`config.mk`:
```
export PLATFORM = sky130hd
export DESIGN_NAME = vmem_dp
export DESIGN_NICKNAME = d
export VERILOG_FILES = /design/src/rtl/vmem_pkg.sv /design/src/rtl/vmem_bank.sv /design/src/rtl/vmem_dp.sv
export SDC_FILE = /design/constraint.sdc
export NUM_CORES = 1
export LEC_CHECK = 0
export CAP_MARGIN = 20
export CORE_UTILIZATION = 32
export DETAILED_ROUTE_END_ITERATION = 10
export HOLD_SLACK_MARGIN = 0.12
export PLACE_DENSITY = 0.58
export SYNTH_ARGS = -nofsm -noshare
export SYNTH_HDL_FRONTEND = slang
export SYNTH_SLANG_ARGS = --single-unit
```
`constraint.sdc`:
```
create_clock -name clk -period 2.4 [get_ports clk]
set_input_delay 0.72 -clock clk [delete_from_list [all_inputs] [get_ports clk]]
set_output_delay 0.72 -clock clk [all_outputs]
set_load 0.02 [all_outputs]
```
`src/rtl/vmem_pkg.sv`:
```
// vmem_pkg: shared state type, default preload values and preload helper
// for the dual-port video memory.
package vmem_pkg;

    typedef enum logic {
        INIT,
        READY
    } state_t;

    localparam logic [7:0] DEAD_DEF = 8'hFF;
    localparam logic [7:0] LIVE_DEF = 8'h00;

    // Wide enough for any practical DATA_W; callers cast down.
    localparam int VAL_W = 64;

    function automatic logic [VAL_W-1:0] preload_val(
        input int               addr,
        input int               dead_words,
        input logic [VAL_W-1:0] dead_val,
        input logic [VAL_W-1:0] live_val
    );
        return (addr < dead_words) ? dead_val : live_val;
    endfunction

endpackage

```
`src/rtl/vmem_bank.sv`:
```
// vmem_bank: one write port, two registered read ports, read-before-write.
// The array itself carries no reset; only the read registers do.
module vmem_bank #(
    parameter int DATA_W = 8,
    parameter int ADDR_W = 5
) (
    input  logic              clk,
    input  logic              reset,
    input  logic              we,
    input  logic [ADDR_W-1:0] waddr,
    input  logic [DATA_W-1:0] wdata,
    input  logic              re_a,
    input  logic [ADDR_W-1:0] raddr_a,
    output logic [DATA_W-1:0] rdata_a,
    input  logic              re_b,
    input  logic [ADDR_W-1:0] raddr_b,
    output logic [DATA_W-1:0] rdata_b
);

    logic [DATA_W-1:0] mem [2**ADDR_W];

    always_ff @(posedge clk) begin
        if (we) begin
            mem[waddr] <= wdata;
        end
    end

    // Non-blocking reads see the pre-write contents on a same-address hit.
    always_ff @(posedge clk or posedge reset) begin
        if (reset) begin
            rdata_a <= '0;
            rdata_b <= '0;
        end else begin
            if (re_a) begin
                rdata_a <= mem[raddr_a];
            end
            if (re_b) begin
                rdata_b <= mem[raddr_b];
            end
        end
    end

endmodule

```
`src/rtl/vmem_dp.sv`:
```
// vmem_dp: dual-port video memory with counter-driven preload after reset.
// Define VMEM_DOUBLE_BUFFER_EN for two banks swapped by frame_swap.
module vmem_dp
    import vmem_pkg::*;
#(
    parameter int                DATA_W     = 8,
    parameter int                ADDR_W     = 5,
    parameter int                DEAD_WORDS = 16,
    parameter logic [DATA_W-1:0] DEAD_VAL   = DATA_W'(DEAD_DEF),
    parameter logic [DATA_W-1:0] LIVE_VAL   = DATA_W'(LIVE_DEF)
) (
    input  logic              clk,
    input  logic              reset,
    input  logic              init_req,
    output logic              init_busy,
    input  logic              cpu_we,
    input  logic              cpu_re,
    input  logic [ADDR_W-1:0] cpu_addr,
    input  logic [DATA_W-1:0] cpu_wdata,
    output logic [DATA_W-1:0] cpu_rdata,
    output logic              cpu_rvalid,
    input  logic              disp_re,
    input  logic [ADDR_W-1:0] disp_addr,
    output logic [DATA_W-1:0] disp_rdata,
    output logic              disp_rvalid,
    input  logic              frame_swap,
    output logic              front_bank
);

    state_t            state_q, state_d;
    logic [ADDR_W-1:0] cnt_q, cnt_d;
    logic              in_init, ready;
    logic              cpu_rd, disp_rd;
    logic [ADDR_W-1:0] waddr;
    logic [DATA_W-1:0] wdata, init_word;

    always_ff @(posedge clk or posedge reset) begin
        if (reset) begin
            state_q <= INIT;
            cnt_q   <= '0;
        end else begin
            state_q <= state_d;
            cnt_q   <= cnt_d;
        end
    end

    always_comb begin
        state_d = state_q;
        cnt_d   = cnt_q;
        unique case (state_q)
            INIT: begin
                cnt_d = cnt_q + 1'b1;
                if (cnt_q == {ADDR_W{1'b1}}) begin
                    state_d = READY;
                end
            end
            READY: begin
                if (init_req) begin
                    state_d = INIT;
                    cnt_d   = '0;
                end
            end
            default: begin
                state_d = INIT;
                cnt_d   = '0;
            end
        endcase
    end

    assign in_init   = (state_q == INIT);
    assign ready     = (state_q == READY);
    assign init_busy = in_init;

    // A simultaneous write drops the CPU read.
    assign cpu_rd  = ready & cpu_re & ~cpu_we;
    assign disp_rd = ready & disp_re;

    assign init_word = DATA_W'(preload_val(int'(cnt_q), DEAD_WORDS,
                                           VAL_W'(DEAD_VAL),
                                           VAL_W'(LIVE_VAL)));
    assign waddr = in_init ? cnt_q : cpu_addr;
    assign wdata = in_init ? init_word : cpu_wdata;

    always_ff @(posedge clk or posedge reset) begin
        if (reset) begin
            cpu_rvalid  <= 1'b0;
            disp_rvalid <= 1'b0;
        end else begin
            cpu_rvalid  <= cpu_rd;
            disp_rvalid <= disp_rd;
        end
    end

`ifdef VMEM_DOUBLE_BUFFER_EN
    logic              front_q, cpu_sel_q, disp_sel_q;
    logic [DATA_W-1:0] c_rd [2];
    logic [DATA_W-1:0] d_rd [2];

    // Remember which bank fed each port so rdata holds across swaps.
    always_ff @(posedge clk or posedge reset) begin
        if (reset) begin
            front_q    <= 1'b0;
            cpu_sel_q  <= 1'b0;
            disp_sel_q <= 1'b0;
        end else begin
            if (ready && frame_swap) begin
                front_q <= ~front_q;
            end
            if (cpu_rd) begin
                cpu_sel_q <= ~front_q;
            end
            if (disp_rd) begin
                disp_sel_q <= front_q;
            end
        end
    end

    for (genvar b = 0; b < 2; b++) begin : g_bank
        localparam logic ID = 1'(b);
        logic back;
        assign back = ID ^ front_q;

        vmem_bank #(
            .DATA_W (DATA_W),
            .ADDR_W (ADDR_W)
        ) u_bank (
            .clk     (clk),
            .reset   (reset),
            .we      (in_init | (ready & cpu_we & back)),
            .waddr   (waddr),
            .wdata   (wdata),
            .re_a    (cpu_rd & back),
            .raddr_a (cpu_addr),
            .rdata_a (c_rd[b]),
            .re_b    (disp_rd & ~back),
            .raddr_b (disp_addr),
            .rdata_b (d_rd[b])
        );
    end

    assign cpu_rdata  = c_rd[cpu_sel_q];
    assign disp_rdata = d_rd[disp_sel_q];
    assign front_bank = front_q;
`else
    logic unused_swap;
    assign unused_swap = frame_swap;
    assign front_bank  = 1'b0;

    vmem_bank #(
        .DATA_W (DATA_W),
        .ADDR_W (ADDR_W)
    ) u_bank (
        .clk     (clk),
        .reset   (reset),
        .we      (in_init | (ready & cpu_we)),
        .waddr   (waddr),
        .wdata   (wdata),
        .re_a    (cpu_rd),
        .raddr_a (cpu_addr),
        .rdata_a (cpu_rdata),
        .re_b    (disp_rd),
        .raddr_b (disp_addr),
        .rdata_b (disp_rdata)
    );
`endif

endmodule

```
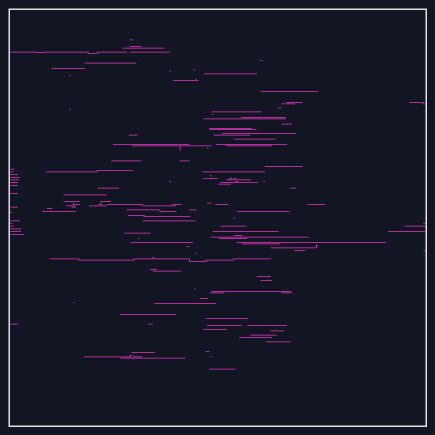
(M3 wires)
Scale: 2 px per µm.
longest straight run: 74.5 µm
nets with wire on the layer: 94
share of all routed wire: 4.9%
wire length on this layer: 1840 µm
main direction: horizontal

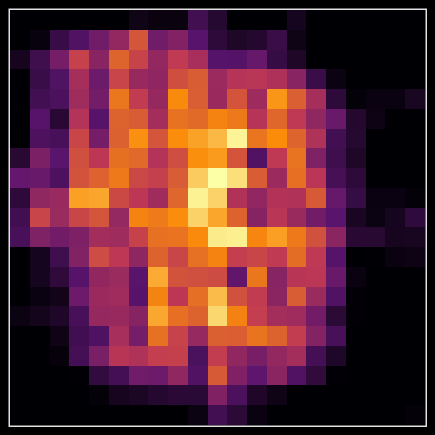
(wiring heat map)
Scale: 2 px per µm. The die is cut into 21 by 21 equal tiles; black is low, pale yellow is high, scaled to the fullest tile. Values are wire area over tile area, all layers added.
mean over tiles: 0.14
fullest tile: 0.46
nearly empty tiles: 26%
emptiest ninth of the die: bottom right
Routed WL: 37400 µm
WL per Instance: 22.85 µm
DR vias: 8654

==> out/qor.yml <==
yosys:
  synth-simple-area-share_pct: 2.975
  async_flop_share_pct: 8.571
  synth-xor-area-share_pct: 0.06467
  ff_type: "edfxtp_1"
  ys_sh_mux_pct: 19.15
  ys_sh_adder_pct: 0.1848
  synth_top_area_share_pct: 56.76
  fp_nets: 951
  most_common_cell: "mux2i_1"
  edf_count: 256
  aoi_share_pct: 13.04
  yosysCellCount: 924
  ys_types: 39
  ys.flops: 280
  yosysWarnings: 0
  top_logic_kind: "multiplexers"
finish:
  seq_area_um2: 8288
  largest_register_ffs: 256
  mi_logic_area_um2: 4821
  area_growth_syn_to_layout_pct: 21.78
  nFillCells: 3895
  fin_cells: 1637
  antennaDiodeCount: 0
  inv_count: 6
  reg_top3: "u_bank.mem x256, u_bank.rdata_a x8, u_bank.rdata_b x8"
  final_area_um2: 16490
  layout_top_cell: "mux2i_1"
  nClkBuffers: 39
  comb-cell-share_pct: 29.23
  drive_gt1_share_pct: 20.86
  seq_cells: 280
detailed_routing:
  dr_wl_met2_um: 18060
  drc: 0
  ant_nets: 0
  m1WireLength_um: 16690
  vias_per_cell: 5.286
  firstDrtPassIters: 5
  route.top_layer_used: "met4"
die:
  ios: 45
  die-area_um2: 43150
  fp_util_pct: 32.36
  taps: 539
  placeableCoreArea_um2: 41850
power:
  p_clk_mw: 4.36
  vdd_ir_drop_max_uv: 1120
  p_comb_share_pct: 26.5
  pwr-share-seq_pct: 46.3
  swShare_pct: 31.41
  p_int_mw: 10.99
  power.density_nw_per_um2: 971.3
setup_path:
  worst_path_max_delay_cell: "clkdlybuf4s50_1"
  cp-start-kind: "flip-flop"
  slowest_delay_ns: 0.63
  path_depth: 1
  end_kind: "output pin"
  r2r_cells: 7
  crit_family: "buffers and inverters"
  r2r-end: "u_bank.mem[28][2]$_DFFE_PP_"
  path_cells: "clkdlybuf4s50_1"
  endpoint: "disp_rdata[0]"
  crit_buf_inv: 1
  rrSetupSlack_ns: 0.50
  worstPathRequired_ns: 1.68
clocking:
  root_buffer: "clkbuf_16"
  cts_buffers: 30
  hold_buffers: 0
  cts_tree: "built"
  post_cts_resized: 1
  worstSkewPairLatency_ns: 0.56
placed_design:
  dp_slack_ns: -0.5385
  place.gp.congestion: 0.8077
  dp.cells: 1581
  dp_hpwl_um: 26080
final_timing:
  max-slew-margin-rel_pct: 49.22
  max_freq_mhz: 430.1
  holdWs_ns: 0.4857
  finalClockSkew_ns: 0.01287
  period_minus_slack_ns: 2.325
  finalSetupViolCount: 0
  tightest_slew_ns: 0.7609
  fin_crit_sh_pct: 96.87
global_route:
  grt_antenna_before_repair: 0
  grt_start_max_net_pins: 33
  busiest_layer: "met2"
  grt_pass1_vias: 8836
run_status:
  status: "finished, final reports clean"
hold_path:
  holdPathEnd: "u_bank.rdata_a[4]$_DFFE_PP0P_"
  hold_depth: 2
run:
  drv_cap: 0
  warnings: 27
Power figures rest on the tool's default switching activity, not on a simulated workload.
